**Run 1: metal 1**

(6 px per um) Supply wires on this layer in gray.
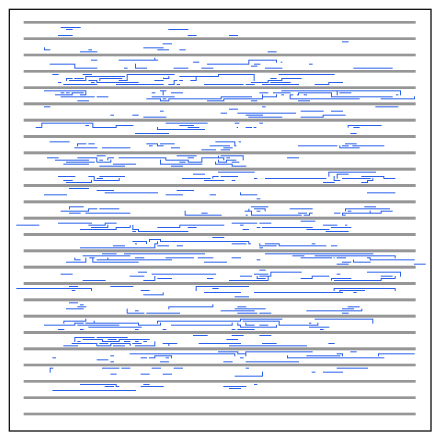
**Run 1: signal wires on met2**

(4 px per um)
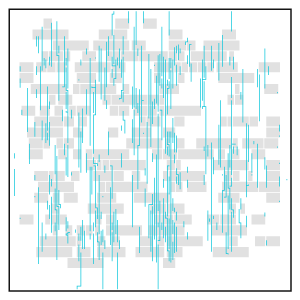
**Run 1: met3 routing**

(6 px per um)
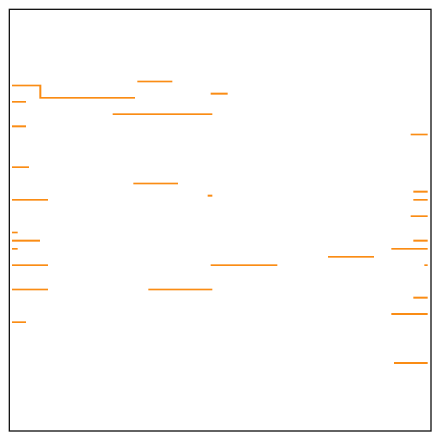
**Run 1: cell placement**

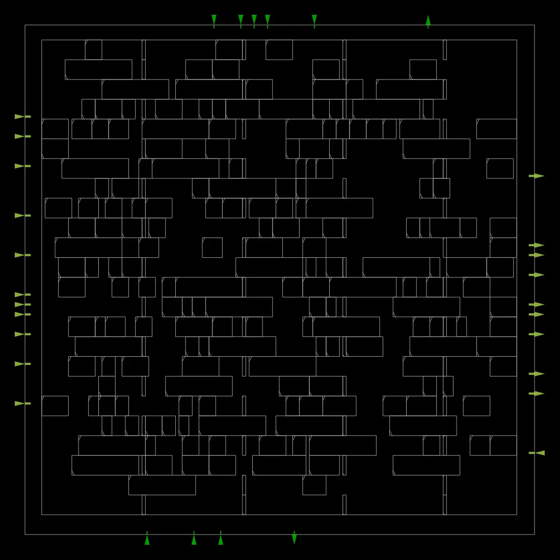
==> config.mk <==
export PLATFORM = sky130hd
export DESIGN_NAME = serial_adder_ctrl
export DESIGN_NICKNAME = d
export VERILOG_FILES = /design/src/rtl/serial_adder_ctrl.sv
export SDC_FILE = /design/constraint.sdc
export NUM_CORES = 1
export LEC_CHECK = 0
export CORE_MARGIN = 2
export CORE_UTILIZATION = 40
export DETAILED_ROUTE_END_ITERATION = 7
export MAX_ROUTING_LAYER = met4
export PLACE_DENSITY = 0.59
export SYNTH_ARGS = -nofsm -noshare
export SYNTH_HDL_FRONTEND = slang
export SYNTH_SLANG_ARGS = --single-unit
==> constraint.sdc <==
create_clock -name clk -period 1.7 [get_ports clk]
set_input_delay 0.17 -clock clk [delete_from_list [all_inputs] [get_ports clk]]
set_output_delay 0.17 -clock clk [all_outputs]
set_load 0.01 [all_outputs]
==> results.py, run 1 <==
# Auto-generated metrics
metrics = {
    "global_route": {
        "grt_pass1_wl_um": 6120,
        "grt_start_max_net_pins": 33,
        "grt_pass1_vias": 1335,
        "antenna_found_initial": 0,
        "grt.total_usage": 0.162,
    },
    "final_layout": {
        "syn_to_final_growth_pct": 22.7,
        "fin_nets": 218,
        "lay_top_cells": "dfrtp_1 (32), clkdlybuf4s50_1 (30), nand2b_1 (12), nor2b_1 (10), mux2i_1 (10)",
        "logic_area_sq_um": 795,
        "ff_latch_area_sq_um": 801,
        "layout_top_cell": "dfrtp_1",
        "diodes": 0,
        "instances_no_fill": 248,
    },
    "yosys": {
        "synthFlopType": "dfrtp_1",
        "synthCells": 165,
        "enable_flop_cells": 0,
        "synthArstFlopShare": 1.00,
        "syn_nets": 188,
        "synth_area_sq_um": 1750,
        "ys_cells": 165,
        "ys_warn_count": 0,
    },
    "critical_path": {
        "critPathKind": "reg -> reg",
        "ff2ff_setup_slack_ns": 0.20,
        "worst-path-stages": 4,
        "crit_top_cell": "ha_1",
        "r2r_cells": 4,
        "cp.required_ns": 1.88,
        "crit_buf_inv": 0,
        "critical-path-top-delay-family": "adder cells",
        "cpPeakStageDelay_ns": 0.40,
        "slowest_stage": "dfrtp_1",
        "cp_max_fo": 3,
        "path_cells": "ha_1, ha_1, mux2_1, a22o_1",
    },
    "pwr": {
        "clockPowerShare": 0.170,
        "pwr-share-seq": 0.385,
        "cellLeakagePower_nw": 0.900,
        "power.density_nw_per_um2": 1680,
        "power.ir.vdd_worst_mv": 0.561,
    },
    "sta": {
        "period_used_share": 0.881,
        "max-slew-margin-rel": 0.680,
        "rsz0062_at_grt": "false",
        "skew_ns": 0.00573,
        "fmax_ghz": 0.668,
        "maxSlewViolCount": 0,
    },
    "clocking": {
        "post-cts-setup-buffers": 0,
        "cts_resized": 0,
        "path_clk_slew_ns": 0.07,
        "numCtsBuffers": 5,
        "cts_buffer_depth": 2,
        "cts_max_level": 2,
        "hold_buffers": 0,
        "clk_latency_ns": 0.28,
    },
    "drt": {
        "first_pass_iters": 4,
        "wire_per_inst_um": 14.0,
        "initialDrtViolationCount": 81,
        "drc": 0,
    },
    "outcome": {
        "status": "completed",
    },
    "floorplan": {
        "die_area_sq_um": 4910,
    },
    "placed_design": {
        "gp_congestion": 0.727,
        "dp_hpwl_um": 2380,
    },
}
## Picture notes: 'metal 1'
- longest straight run: 19.8 um
- share of all routed wire: 44%
- wire length on this layer: 1540 um
- main direction: horizontal
- nets with wire on the layer: 193
DR vias: 1289
met1 usage: 0.193
total wire length: 3470 um

## Picture notes: 'signal wires on met2'
- wire length on this layer: 1740 um
- nets with wire on the layer: 177
- longest straight run: 32.6 um
met2 global-route usage: 0.269

## Picture notes: 'met3 routing'
- share of all routed wire: 4.2%
- wire length on this layer: 145 um
- main direction: horizontal
met3 Usage GRT: 0.0433

## Picture notes: 'cell placement'
flop count: 32
floorplan row count: 24
Core Region: 4260 sq um
Seq area share: 0.374
Filler Cell Count: 393

[run 1: power groups by stage]
stage          clock network, mW  logic (mW)  registers [mW]
6_report                   0.610        1.60            1.38
4_1_cts                    0.631        1.62            1.39
3_5_place_dp                   0        1.61            1.40
2_1_floorplan                  0        1.17            1.36
5_1_grt                    0.668        1.80            1.44
3_3_place_gp                   0        1.54            1.37
[run 1: cell usage after synthesis (5+ instances only)]
cell	count	area [sq um]
nand2_1	9	33.8
buf_2	7	35.0
nand3_1	6	30.0
o22ai_1	5	31.3
mux2_4	5	75.1
nor3_1	5	25.0
o21ai_1	7	35.0
a211oi_1	6	45.0
a21oi_1	8	40.0
o21ai_0	5	25.0
dfrtp_1	32	801
nor2_1	8	30.0
nand2b_1	12	75.1
mux2i_1	10	100
nor2b_1	10	62.6
[run 1: cells by family after synthesis]
logic type,count (synthesis),synth area share
fa+ha+maj,3,0.0258
compound gates,40,0.149
buf+inv,19,0.0860
mux,19,0.126
flops,32,0.459
simple gates,52,0.154
[run 1: final cells by class]
type | count | area share
Sequential cell | 32 | 0.374
Multi-Input combinational cell | 114 | 0.371
Timing Repair Buffer | 38 | 0.174
Clock buffer | 6 | 0.0386
Tap cell | 52 | 0.0304
Inverter | 4 | 0.00701
Clock inverter | 2 | 0.00468
[run 1: per-layer routing]
metal,wire (um),global-route usage
met1,1540,0.193
met2,1740,0.269
met3,144,0.0433
met4,46,0.0513
met5,0,-
[run 1: metrics by stage]
step / util / total power [mW] / setup WS [ns] / hold slack [ns] / instance area (sq um)
finish: 0.502 / 3.59 / 0.202 / 0.289 / 2140
global route: 0.502 / 3.90 / 0.173 / 0.329 / 2140
CTS: 0.502 / 3.64 / 0.203 / 0.303 / 2140
floorplan: - / 2.53 / 0.281 / -0.126 / 1750
detailed placement: 0.480 / 3.01 / 0.211 / 0.500 / 2050
global placement: 0.480 / 2.91 / 0.267 / 0.488 / 2050
--- run 2 (diff from run 1) ---
--- a/config.mk
+++ b/config.mk
@@ -8,6 +8,6 @@
 export CORE_MARGIN = 2
-export CORE_UTILIZATION = 40
+export CORE_UTILIZATION = 52
 export DETAILED_ROUTE_END_ITERATION = 7
 export MAX_ROUTING_LAYER = met4
-export PLACE_DENSITY = 0.59
+export PLACE_DENSITY = 0.75
 export SYNTH_ARGS = -nofsm -noshare
==> constraint.sdc (replaced) <==
create_clock -name clk -period 1.7 [get_ports clk]
set_input_delay 0.255 -clock clk [delete_from_list [all_inputs] [get_ports clk]]
set_output_delay 0.255 -clock clk [all_outputs]
set_load 0.01 [all_outputs]
**Run 2: cell placement**

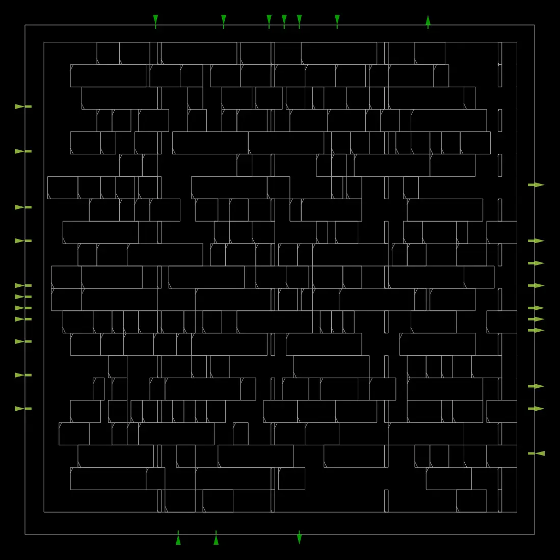
floorplan row count: 21
Post-Layout Cell Count: 239
Core Region: 3280 sq um
post-layout util: 0.637

==> run 2 against run 1 <==
Effect of this change:
- setup slack lost 0.046 ns
- cell area shrank 2.3%
- highest routed layer unchanged
- largest cell class unchanged
- count of clock-buffer cells in the layout is the same
==> results.py, run 2 <==
# Auto-generated metrics
metrics = {
    "clocking": {
        "cts_resized": 0,
        "post-cts-setup-buffers": 0,
        "numCtsBuffers": 5,
        "cts_sinks": 32,
        "hold_buffers": 0,
        "clk_latency_ns": 0.33,
        "cts_max_level": 2,
        "cts_buffer_depth": 2,
        "path_clk_slew_ns": 0.10,
    },
    "drt": {
        "wl_um": 3380,
        "wire_per_inst_um": 14.2,
        "via_per_inst": 5.52,
        "drc": 0,
        "first_pass_iters": 4,
        "vias": 1319,
        "initialDrtViolationCount": 91,
    },
    "sta": {
        "holdWs_ns": 0.312,
        "finalCriticalPeriod_ns": 1.54,
        "skew_ns": 0.00429,
        "max-slew-margin-rel": 0.667,
        "fmax_ghz": 0.648,
        "postLayoutSetupSlackWorst_ns": 0.156,
        "maxSlewViolCount": 0,
        "period_used_share": 0.908,
        "rsz0062_at_grt": "false",
    },
    "yosys": {
        "synthCells": 165,
        "top_cell": "dfrtp_1",
        "ys_cells": 165,
        "synth_area_sq_um": 1750,
        "ys_warn_count": 0,
        "ys_top_cells_by_count": "dfrtp_1 (32), nand2b_1 (12), mux2i_1 (10), nor2b_1 (10), nand2_1 (9)",
        "synthFlopType": "dfrtp_1",
        "yosysTopAreaCellShare": 0.459,
        "synth_top_cell_by_area": "dfrtp_1",
        "top_cells_by_area": "dfrtp_1 (46%), mux2i_1 (5.7%), mux2_4 (4.3%)",
        "synthArstFlopShare": 1.00,
        "syn_nets": 188,
        "enable_flop_cells": 0,
    },
    "global_route": {
        "grt_start_max_net_pins": 33,
        "grt.total_usage": 0.194,
        "grt_pass1_wl_um": 5250,
        "antenna_found_initial": 0,
        "grt_pass1_vias": 1155,
    },
    "final_layout": {
        "layout_top_cell": "dfrtp_1",
        "nFillCells": 278,
        "syn_to_final_growth_pct": 19.9,
        "logic_area_sq_um": 795,
        "lay_top_cells": "dfrtp_1 (32), clkdlybuf4s50_1 (30), nand2b_1 (12), nor2b_1 (10), mux2i_1 (10)",
        "ff_latch_area_sq_um": 801,
        "diodes": 0,
        "finalInstanceArea_sq_um": 2090,
        "fin_nets": 215,
    },
    "critical_path": {
        "critical-path-top-delay-family": "buffers and inverters",
        "path_cells": "clkdlybuf4s50_1",
        "crit_buf_inv": 1,
        "critPathKind": "reg -> out",
        "r2r_cells": 4,
        "cp_max_fo": 4,
        "ff2ff_setup_slack_ns": 0.21,
        "worst-path-stages": 1,
        "cp.required_ns": 1.44,
        "slowest_stage": "clkdlybuf4s50_1",
        "cpPeakStageDelay_ns": 0.55,
    },
    "pwr": {
        "finalPower_mw": 3.42,
        "power.ir.vdd_worst_mv": 0.663,
        "clockPowerShare": 0.134,
        "cellLeakagePower_nw": 0.877,
        "pwr-share-seq": 0.410,
        "power.density_nw_per_um2": 1630,
    },
    "placed_design": {
        "dp_slack_ns": 0.160,
        "gp_congestion": 0.730,
        "placed_cell_area_sq_um": 2030,
        "dp_hpwl_um": 2370,
    },
    "floorplan": {
        "die_area_sq_um": 3840,
    },
    "outcome": {
        "status": "completed",
    },
}
## run 2: cell types whose count changed in the layout (fill, tap and decap cells not counted)
cell	delta
buf_12	+1
clkbuf_4	+5
clkbuf_8	-5
buf_4	-4
## run 2: metal layers
layer	track usage	share of wire
met1	0.237	0.42
met2	0.319	0.53
met3	0.0435	0.043
met4	0.0638	0.0056
met5	-	0
## run 2: logic make-up (layout without fill, tap and decap cells)
family	after synthesis	count (layout)	share of synthesized area
multiplexers	19	19	0.126
AND/OR/NAND/NOR	52	52	0.154
buffers and inverters	19	47	0.0860
adder cells (fa/ha/maj)	3	3	0.0258
AND-OR/OR-AND	40	40	0.149
flip-flops	32	32	0.459
## run 2: power by group through the flow
stage	sequential [mW]	combinational [mW]	clock, mW
floorplan	1.36	1.17	0
global placement	1.38	1.49	0
detailed placement	1.42	1.58	0
CTS	1.40	1.59	0.469
global route	1.46	1.74	0.503
finish	1.40	1.56	0.457
## run 2: area by class of cell
cell class | count | area share
Inverter | 4 | 0.00718
Tap cell | 46 | 0.0275
Clock buffer | 6 | 0.0245
Multi-Input combinational cell | 114 | 0.380
Clock inverter | 2 | 0.00478
Timing Repair Buffer | 35 | 0.173
Sequential cell | 32 | 0.383
Power figures rest on the tool's default switching activity, not on a simulated workload.
